--- src/rtl/light_ctrl_multi.sv ---
// N-channel automatic/manual lighting controller with a shared 1 ms prescaler.
// Optional global force-off input enabled by defining ALL_OFF_EN.
module light_ctrl_multi #(
   parameter int N_CH          = 4,
   parameter int TICK_DIV      = 50000,
   parameter int T_SHORT_MS    = 300,
   parameter int T_LONG_MS     = 5000,
   parameter int T_AUTO_OFF_MS = 30000
) (
   input  logic            clk,
   input  logic            rst,
   input  logic [N_CH-1:0] btn,
   input  logic [N_CH-1:0] infra,
`ifdef ALL_OFF_EN
   input  logic            all_off,
`endif
   output logic [N_CH-1:0] lamp,
   output logic [N_CH-1:0] manual_led,
   output logic [N_CH-1:0] timer_active
);

   if (N_CH < 1) begin : g_chk_nch
      $error("light_ctrl_multi: N_CH must be >= 1");
   end
   if (TICK_DIV < 2) begin : g_chk_div
      $error("light_ctrl_multi: TICK_DIV must be >= 2");
   end
   if (T_LONG_MS <= T_SHORT_MS + 1) begin : g_chk_long
      $error("light_ctrl_multi: T_LONG_MS must exceed T_SHORT_MS+1");
   end
   if (T_AUTO_OFF_MS < 1) begin : g_chk_auto
      $error("light_ctrl_multi: T_AUTO_OFF_MS must be >= 1");
   end

   localparam int PRE_W   = $clog2(TICK_DIV);
   localparam int PRESS_W = $clog2(T_LONG_MS + 1);
   localparam int OFF_W   = $clog2(T_AUTO_OFF_MS + 1);

   localparam logic [PRE_W-1:0]   PRE_LAST = PRE_W'(TICK_DIV - 1);
   localparam logic [PRESS_W-1:0] LONG_T   = PRESS_W'(T_LONG_MS);
   localparam logic [PRESS_W-1:0] LONG_M1  = PRESS_W'(T_LONG_MS - 1);
   localparam logic [PRESS_W-1:0] SHORT_T  = PRESS_W'(T_SHORT_MS);
   localparam logic [OFF_W-1:0]   AUTO_M1  = OFF_W'(T_AUTO_OFF_MS - 1);

   typedef enum logic [1:0] {
      OFF_AUTO = 2'd0,
      ON_AUTO  = 2'd1,
      OFF_MAN  = 2'd2,
      ON_MAN   = 2'd3
   } state_t;

   logic [PRE_W-1:0]   pre_cnt_q, pre_cnt_d;
   logic               tick;
   logic [N_CH-1:0]    btn_q;
   logic               force_off;

   state_t             state_q     [N_CH];
   state_t             state_d     [N_CH];
   logic [PRESS_W-1:0] press_cnt_q [N_CH];
   logic [PRESS_W-1:0] press_cnt_d [N_CH];
   logic [OFF_W-1:0]   off_cnt_q   [N_CH];
   logic [OFF_W-1:0]   off_cnt_d   [N_CH];

   logic [N_CH-1:0]    long_ev;
   logic [N_CH-1:0]    short_ev;
   logic [N_CH-1:0]    timeout_ev;

`ifdef ALL_OFF_EN
   assign force_off = all_off;
`else
   assign force_off = 1'b0;
`endif

   assign tick = (pre_cnt_q == PRE_LAST);

   always_comb begin
      pre_cnt_d = tick ? '0 : pre_cnt_q + 1'b1;
   end

   always_comb begin
      long_ev    = '0;
      short_ev   = '0;
      timeout_ev = '0;
      for (int unsigned i = 0; i < N_CH; i++) begin
         state_d[i]     = state_q[i];
         press_cnt_d[i] = press_cnt_q[i];
         off_cnt_d[i]   = '0;

         long_ev[i]    = btn[i] & tick & (press_cnt_q[i] == LONG_M1);
         short_ev[i]   = ~btn[i] & btn_q[i] & (press_cnt_q[i] > SHORT_T)
                         & (press_cnt_q[i] < LONG_T);
         timeout_ev[i] = ~infra[i] & tick & (off_cnt_q[i] == AUTO_M1);

         // saturation at T_LONG_MS guarantees a single long event per press
         if (!btn[i]) begin
            press_cnt_d[i] = '0;
         end else if (tick && (press_cnt_q[i] < LONG_T)) begin
            press_cnt_d[i] = press_cnt_q[i] + 1'b1;
         end

         case (state_q[i])
            OFF_AUTO: begin
               if (long_ev[i])       state_d[i] = OFF_MAN;
               else if (infra[i])    state_d[i] = ON_AUTO;
            end
            ON_AUTO: begin
               if (long_ev[i])         state_d[i] = OFF_MAN;
               else if (timeout_ev[i]) state_d[i] = OFF_AUTO;
            end
            OFF_MAN: begin
               if (long_ev[i])       state_d[i] = ON_AUTO;
               else if (short_ev[i]) state_d[i] = ON_MAN;
            end
            ON_MAN: begin
               if (long_ev[i])       state_d[i] = ON_AUTO;
               else if (short_ev[i]) state_d[i] = OFF_MAN;
            end
            default: state_d[i] = OFF_AUTO;
         endcase

         // only a channel staying in ON_AUTO keeps its count; entry starts at 0
         if ((state_q[i] == ON_AUTO) && (state_d[i] == ON_AUTO)) begin
            if (infra[i])  off_cnt_d[i] = '0;
            else if (tick) off_cnt_d[i] = off_cnt_q[i] + 1'b1;
            else           off_cnt_d[i] = off_cnt_q[i];
         end

         if (force_off) begin
            state_d[i]     = OFF_AUTO;
            press_cnt_d[i] = '0;
            off_cnt_d[i]   = '0;
         end
      end
   end

   always_ff @(posedge clk) begin
      if (rst) begin
         pre_cnt_q <= '0;
         btn_q     <= '0;
         for (int unsigned i = 0; i < N_CH; i++) begin
            state_q[i]     <= OFF_AUTO;
            press_cnt_q[i] <= '0;
            off_cnt_q[i]   <= '0;
         end
      end else begin
         pre_cnt_q <= pre_cnt_d;
         btn_q     <= btn;
         for (int unsigned i = 0; i < N_CH; i++) begin
            state_q[i]     <= state_d[i];
            press_cnt_q[i] <= press_cnt_d[i];
            off_cnt_q[i]   <= off_cnt_d[i];
         end
      end
   end

   always_comb begin
      lamp         = '0;
      manual_led   = '0;
      timer_active = '0;
      for (int unsigned i = 0; i < N_CH; i++) begin
         case (state_q[i])
            ON_AUTO: begin
               lamp[i]         = 1'b1;
               timer_active[i] = 1'b1;
            end
            OFF_MAN: begin
               manual_led[i]   = 1'b1;
            end
            ON_MAN: begin
               lamp[i]         = 1'b1;
               manual_led[i]   = 1'b1;
            end
            default: begin
               lamp[i]         = 1'b0;
            end
         endcase
      end
   end

endmodule

--- config.mk ---
export PLATFORM = sky130hd
export DESIGN_NAME = light_ctrl_multi
export DESIGN_NICKNAME = d
export VERILOG_FILES = /design/src/rtl/light_ctrl_multi.sv
export SDC_FILE = /design/constraint.sdc
export NUM_CORES = 1
export LEC_CHECK = 0
export ABC_AREA = 1
export CAP_MARGIN = 20
export CORE_ASPECT_RATIO = 0.9
export CORE_MARGIN = 2
export CORE_UTILIZATION = 40
export CTS_CLUSTER_DIAMETER = 150
export DETAILED_ROUTE_END_ITERATION = 10
export PLACE_DENSITY_LB_ADDON = 0.05
export SETUP_SLACK_MARGIN = 0.05
export SLEW_MARGIN = 20
export SYNTH_ARGS = -nofsm -noshare
export SYNTH_HDL_FRONTEND = slang
export SYNTH_SLANG_ARGS = --single-unit
--- constraint.sdc ---
create_clock -name clk -period 2.7 [get_ports clk]
set_clock_uncertainty 0.15 [all_clocks]
set_input_delay 0.27 -clock clk [delete_from_list [all_inputs] [get_ports clk]]
set_output_delay 0.27 -clock clk [all_outputs]
set_load 0.02 [all_outputs]
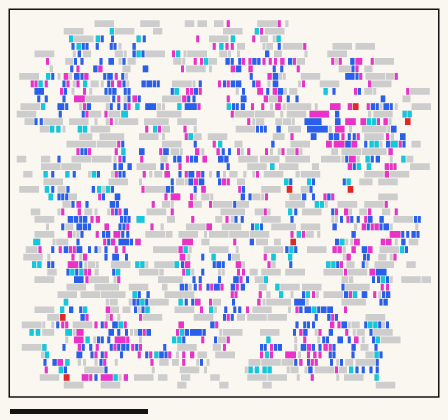
*Gate-type map*
Bar = 50 um.
- red: and/or cells (cells 7)
- blue: nand cells (cells 401; where all over the die)
- magenta: nor cells (cells 300; where all over the die)
- cyan: aoi and oai cells (cells 118; where all over the die)
dominant logic cell type in the layout: nand2_1
logic share of the area: 49.8%
post-layout instance count excluding filler cells: 1534

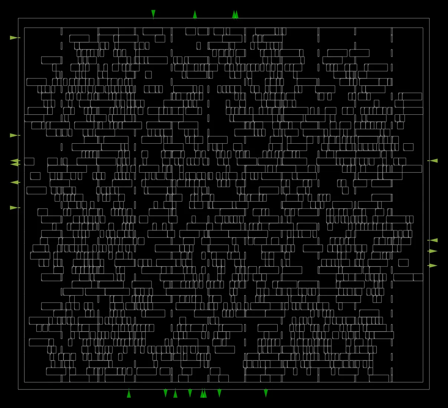
*Cell outlines without signal wires*
row cnt: 49
proportion of cell area occupied by registers: 30.5%

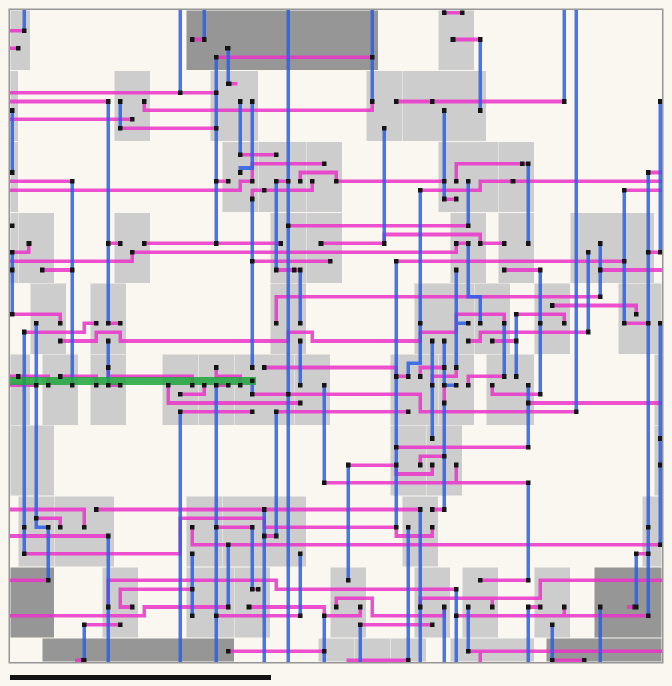
*Close-up of the layout*
Bar = 10 um. Region (65, 29) to (90, 54) um. Cells in gray, sequential cells in the stronger gray; small squares are vias.
- blue: M2
- magenta: M1
- green: M3
- netlist names of flops here include: off_cnt_q (1)
- sequential cells in the window: 1
- cells with their middle in the window: 51
- most frequent: nand2_1 (16), nor2_1 (13), inv_1 (8)

==> impl_metrics.json <==
{
  "run_status": "finished clean",
  "ctsHtreeMaxLevel": 4,
  "place_inst": 1502,
  "logic_gate_count": 908,
  "arrival_ns": 2.53,
  "syn-num-nets": 1266,
  "top_level_i_o_count": 22,
  "final_net_count": 1289,
  "post_synth_mux_area_share_pct": 0,
  "critical_path.endpoint_type": "register",
  "hold_fix_buffer_count_after_cts": 0,
  "reg2reg_to": "press_cnt_q[0][12]",
  "power-top-group": "clock",
  "cell_internal_pwr_mw": 3.55,
  "routedWlPerCell_um": 12.3,
  "share_clk_of_total_power_pct": 51.1,
  "worstReg2RegStart": "pre_cnt_q[0]",
  "slew_headroom_pct": 61.8,
  "vdd_ir_drop_max_v": 0.000374,
  "cp_slowest_stage_delay_ns": 0.36,
  "cts_bufs_inserted": 17,
  "multiInputGateArea_sq_mm": 0.00457,
  "post_cts_buffers": 0,
  "grt_antenna_before_repair": 0,
  "ys.flops": 140
}
Power figures rest on the tool's default switching activity, not on a simulated workload.
